`src/rtl/wca_irq_pkg.sv`:
```
// Shared types and constants for the interrupt event scheduler.
package wca_irq_pkg;

    typedef enum logic [1:0] {
        StIdle    = 2'd0,
        StAssert  = 2'd1,
        StHoldoff = 2'd2
    } state_e;

    localparam int unsigned CNT_W = 16;

    // Index width for n sources, never less than one bit.
    function automatic int unsigned clog2(input int unsigned n);
        int unsigned r;
        r = 0;
        for (int unsigned v = 1; v < n; v = v << 1) begin
            r++;
        end
        return (r < 1) ? 1 : r;
    endfunction

endpackage

```
`src/rtl/wca_rr_pick.sv`:
```
// Combinational priority picker: rotating search after ptr, or fixed highest-index-wins.
module wca_rr_pick
    import wca_irq_pkg::*;
#(
    parameter int unsigned NUM_EVT = 8,
    parameter int unsigned IDX_W   = clog2(NUM_EVT)
) (
    input  logic [NUM_EVT-1:0] req,
    input  logic [IDX_W-1:0]   ptr,
    input  logic               rr_en,
    output logic [IDX_W-1:0]   idx,
    output logic [NUM_EVT-1:0] gnt
);

    logic               found;
    logic [NUM_EVT-1:0] rot;
    int unsigned        c;

    always_comb begin
        idx   = '0;
        found = 1'b0;
        rot   = '0;
        c     = 0;
        if (rr_en) begin
            // Search upward from ptr+1, wrapping, first hit wins.
            for (int unsigned k = 1; k <= NUM_EVT; k++) begin
                c   = (int'(ptr) + k) % NUM_EVT;
                rot = req >> c;
                if (!found && rot[0]) begin
                    found = 1'b1;
                    idx   = IDX_W'(c);
                end
            end
        end else begin
            for (int unsigned i = 0; i < NUM_EVT; i++) begin
                rot = req >> i;
                if (rot[0]) begin
                    idx = IDX_W'(i);
                end
            end
        end
        gnt = NUM_EVT'(|req) << idx;
    end

endmodule

```
`src/rtl/wca_irq_scheduler.sv`:
```
// Latches enabled event requests and serves them one at a time on the interrupt interface,
// with ack/timeout retire and a holdoff gap between grants.
module wca_irq_scheduler
    import wca_irq_pkg::*;
#(
    parameter int unsigned NUM_EVT        = 8,
    parameter int unsigned RR_ARB         = 1,
    parameter int unsigned HOLDOFF_CYCLES = 16,
    parameter int unsigned ACK_TIMEOUT    = 0
) (
    input  logic               clock,
    input  logic               reset,
    input  logic [NUM_EVT-1:0] src_evt,
    input  logic [NUM_EVT-1:0] enable,
    input  logic               irq_ack,
    input  logic               ovf_clr,
    output logic [NUM_EVT-1:0] irq_evt,
    output logic               irq_valid,
    output logic [2:0]         irq_id,
    output logic [NUM_EVT-1:0] pending,
    output logic [NUM_EVT-1:0] ovf_flags,
    output logic               timeout_flag
);

    localparam int unsigned IDX_W = clog2(NUM_EVT);
    localparam logic [CNT_W-1:0] TO_LIM = CNT_W'((ACK_TIMEOUT > 0) ? ACK_TIMEOUT - 1 : 0);
    localparam logic [CNT_W-1:0] HO_LIM = CNT_W'((HOLDOFF_CYCLES > 0) ? HOLDOFF_CYCLES - 1 : 0);

    state_e             state_q;
    logic [CNT_W-1:0]   cnt_q;
    logic [IDX_W-1:0]   ptr_q;
    logic [NUM_EVT-1:0] irq_evt_q, pending_q, pending_d, ovf_q, ovf_d;
    logic [NUM_EVT-1:0] req_set, in_svc, pick_gnt;
    logic [IDX_W-1:0]   pick_idx;
    logic [2:0]         irq_id_q;
    logic               irq_valid_q, tof_q, tof_d;
    logic               ack_hit, to_hit, retire;

    wca_rr_pick #(
        .NUM_EVT (NUM_EVT),
        .IDX_W   (IDX_W)
    ) u_pick (
        .req   (pending_q),
        .ptr   (ptr_q),
        .rr_en (RR_ARB != 0),
        .idx   (pick_idx),
        .gnt   (pick_gnt)
    );

    assign ack_hit = (state_q == StAssert) && irq_ack;
    assign to_hit  = (ACK_TIMEOUT != 0) && (state_q == StAssert) && (cnt_q == TO_LIM);
    assign retire  = ack_hit || to_hit;

    always_comb begin
        in_svc    = (state_q == StAssert) ? irq_evt_q : '0;
        req_set   = src_evt & enable;
        // Disabled bits drop, but the in-service bit survives until its retire.
        pending_d = pending_q & (enable | in_svc);
        if (retire) begin
            pending_d = pending_d & ~irq_evt_q;
        end
        pending_d = pending_d | req_set;
        ovf_d     = (ovf_clr ? '0 : ovf_q) | (req_set & pending_q & ~in_svc);
        tof_d     = (ovf_clr ? 1'b0 : tof_q) | (to_hit && !irq_ack);
    end

    always_ff @(posedge clock or negedge reset) begin
        if (!reset) begin
            pending_q <= '0;
            ovf_q     <= '0;
            tof_q     <= 1'b0;
        end else begin
            pending_q <= pending_d;
            ovf_q     <= ovf_d;
            tof_q     <= tof_d;
        end
    end

    always_ff @(posedge clock or negedge reset) begin
        if (!reset) begin
            state_q     <= StIdle;
            cnt_q       <= '0;
            ptr_q       <= IDX_W'(NUM_EVT - 1);
            irq_evt_q   <= '0;
            irq_valid_q <= 1'b0;
            irq_id_q    <= '0;
        end else begin
            case (state_q)
                StIdle: begin
                    if (|pending_q) begin
                        state_q     <= StAssert;
                        irq_evt_q   <= pick_gnt;
                        irq_valid_q <= 1'b1;
                        irq_id_q    <= 3'(pick_idx);
                        ptr_q       <= pick_idx;
                        cnt_q       <= '0;
                    end
                end
                StAssert: begin
                    if (retire) begin
                        irq_evt_q   <= '0;
                        irq_valid_q <= 1'b0;
                        cnt_q       <= '0;
                        state_q     <= (HOLDOFF_CYCLES == 0) ? StIdle : StHoldoff;
                    end else if (cnt_q != '1) begin
                        cnt_q <= cnt_q + CNT_W'(1);
                    end
                end
                StHoldoff: begin
                    if (cnt_q == HO_LIM) begin
                        state_q <= StIdle;
                        cnt_q   <= '0;
                    end else begin
                        cnt_q <= cnt_q + CNT_W'(1);
                    end
                end
                default: state_q <= StIdle;
            endcase
        end
    end

    assign irq_evt      = irq_evt_q;
    assign irq_valid    = irq_valid_q;
    assign irq_id       = irq_id_q;
    assign pending      = pending_q;
    assign ovf_flags    = ovf_q;
    assign timeout_flag = tof_q;

endmodule
```
`config.mk`:
```
export PLATFORM = sky130hd
export DESIGN_NAME = wca_irq_scheduler
export DESIGN_NICKNAME = d
export VERILOG_FILES = /design/src/rtl/wca_irq_pkg.sv /design/src/rtl/wca_rr_pick.sv /design/src/rtl/wca_irq_scheduler.sv
export SDC_FILE = /design/constraint.sdc
export NUM_CORES = 1
export LEC_CHECK = 0
export ABC_AREA = 1
export CAP_MARGIN = 5
export CORE_ASPECT_RATIO = 2
export CORE_MARGIN = 2
export CORE_UTILIZATION = 47
export CTS_BUF_LIST = sky130_fd_sc_hd__clkbuf_16
export DETAILED_ROUTE_END_ITERATION = 10
export PLACE_DENSITY = 0.71
export SLEW_MARGIN = 10
export SYNTH_ARGS = -nofsm -noshare
export SYNTH_HDL_FRONTEND = slang
export SYNTH_SLANG_ARGS = --single-unit
```
`constraint.sdc`:
```
create_clock -name clock -period 3.6 [get_ports clock]
set_input_delay 0.54 -clock clock [delete_from_list [all_inputs] [get_ports clock]]
set_output_delay 0.54 -clock clock [all_outputs]
set_load 0.05 [all_outputs]
```
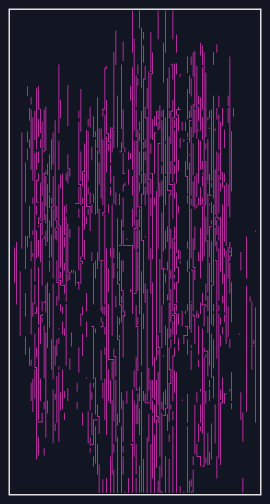
Figure 1: met2 routing.
Drawn at 4 px/µm.
The layer holds 58% of the routed length. The layer carries 5190 µm of wire. The wires run mostly vertical. 451 nets have wire on it. The longest straight run is 46.6 µm.

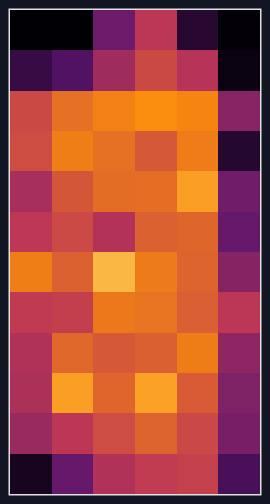
Figure 2: local utilization.
Drawn at 4 px/µm. The die is cut into 6 by 12 equal tiles; black is low, pale yellow is high, 0 to 100% covered.
The emptiest ninth of the die: upper right. The fullest tile reaches 84%. The mean over all tiles is 50%.
fp_density: 0.486
core area: 6620 µm²

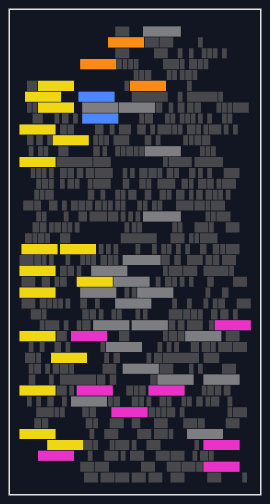
Figure 3: where the registers sit.
Drawn at 4 px/µm. Other sequential cells in the stronger grey, the rest of the logic in the fainter grey.
Key: orange = irq_id [flops 3]; yellow = cnt_q [flops 16]; magenta = ovf_flags [flops 8]; blue = state_q [flops 2]
Another 20 sequential cells are not coloured.
final core occ: 0.585
storage element area: 1230 µm²
sequential power: 0.000806 W
fraction of area in registers: 0.317

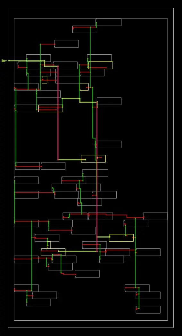
Figure 4: clock routing.
seq_cells: 49
Sink Count: 49
CTS Buf Count: 5
Late-Pin Clk Latency: 0.30 ns

==> flow_summary.yaml <==
# yosys + openroad results
run_status:
  status: "finished clean"
worst_setup_path:
  crit_path_max_incr_delay_ns: 0.68
  r2r_start: "ptr_q[0]$_DFFE_PN1P_"
  criticalPathCategory: "reg -> reg"
  cp.required_ns: 3.84
  crit_slowest_cell: "dfstp_2"
  r2r_cells: 17
final_layout:
  inverters_excl_clock: 63
  final_layout_top_logic_cells: "129 x nand2_1, 58 x inv_1, 46 x dfrtp_1, 46 x clkdlybuf4s50_1, 36 x nor2_1"
  nets: 517
  final_common_cell: "nand2_1"
  n_clock_buffer: 5
  drive_above_1_share: 0.0957
placed_design:
  pre_cts_ws_ns: 0.724
  hpwlAfterDp_um: 7130
  io_buffers: 47
clock_tree:
  cts_max_level: 2
  postCtsHoldBufs: 0
  tritoncts: "yes"
floorplanning:
  io_pins: 49
  die_h_um: 121
  fp.dieW_um: 62.5
  taps: 88
detailed_routing:
  first_pass_iters: 5
  ant_nets: 0
  avgViaCountPerCell: 5.39
  drtIter0Drc: 213
final_timing:
  finalClockPeriodUsage: 0.813
  maxSlewHeadroom: 0.572
  finalSetupViolCount: 0
power_and_ir_drop:
  power.leakage_nw: 1.81
logic_synthesis:
  yosysChipArea_um2: 3220
  mappedNetlistArea_um2: 3220
grt:
  grt_pass1_vias: 3177
  grt_max_degree: 50
cells in the mapped netlist (all sizes together), types with 4 or more instances:
cell type / instances
nand3: 42
nand2: 141
ha: 7
inv: 60
nand4: 10
a21oi: 18
buf: 6
nor2: 42
clkbuf: 4
o21ai: 36
dfrtp: 46
o22ai: 9
cells by family after synthesis:
family,synth area share
other cells,0.00117
simple gates,0.365
buf+inv,0.0981
flops,0.382
xor+xnor,0.00778
fa+ha+maj,0.0272
compound gates,0.118
state kept, by name, indices dropped and copies added (netlist names):
register / cells
ptr_q: 3
irq_evt: 8
irq_valid: 1
pending: 8
state_q: 2
cnt_q: 16
ovf_flags: 8
irq_id: 3
worst max-delay path: cells and delay by family, from the launching register on:
| kind | cells | cell delay (ns) |
|---|---|---|
| fa+ha+maj | 1 | 0.42 |
| buf+inv | 3 | 0.42 |
| flops | 1 | 0.68 |
| simple gates | 13 | 1.34 |
routing by layer:
| layer | routed length (µm) | part of all wire | global-route usage |
|---|---|---|---|
| met2 | 5190 | 0.58 | 0.489 |
| met4 | 532 | 0.059 | 0.158 |
| met5 | 0 | 0 | 0 |
| met1 | 3070 | 0.34 | 0.239 |
| met3 | 197 | 0.022 | 0.0371 |
where the power goes:
group	leakage (nW)	switching, W	internal (W)
Sequential	0.640	0.000135	0.000671
Combinational	1.10	0.00171	0.000749
Clock	0.0754	0.000217	0.000257
Total	1.81	0.00206	0.00168
through the flow:
stage                     area (µm²)  utilization  hold WS [ns]  cells
after floorplan                 3220            -         0.244    444
after global placement          3730        0.563         0.469    571
after detailed placement        3730        0.563         0.474    571
after CTS                       3870        0.585         0.491    579
after global routing            3870        0.585         0.319    579
final                           3870        0.585         0.257    579
Power figures rest on the tool's default switching activity, not on a simulated workload.
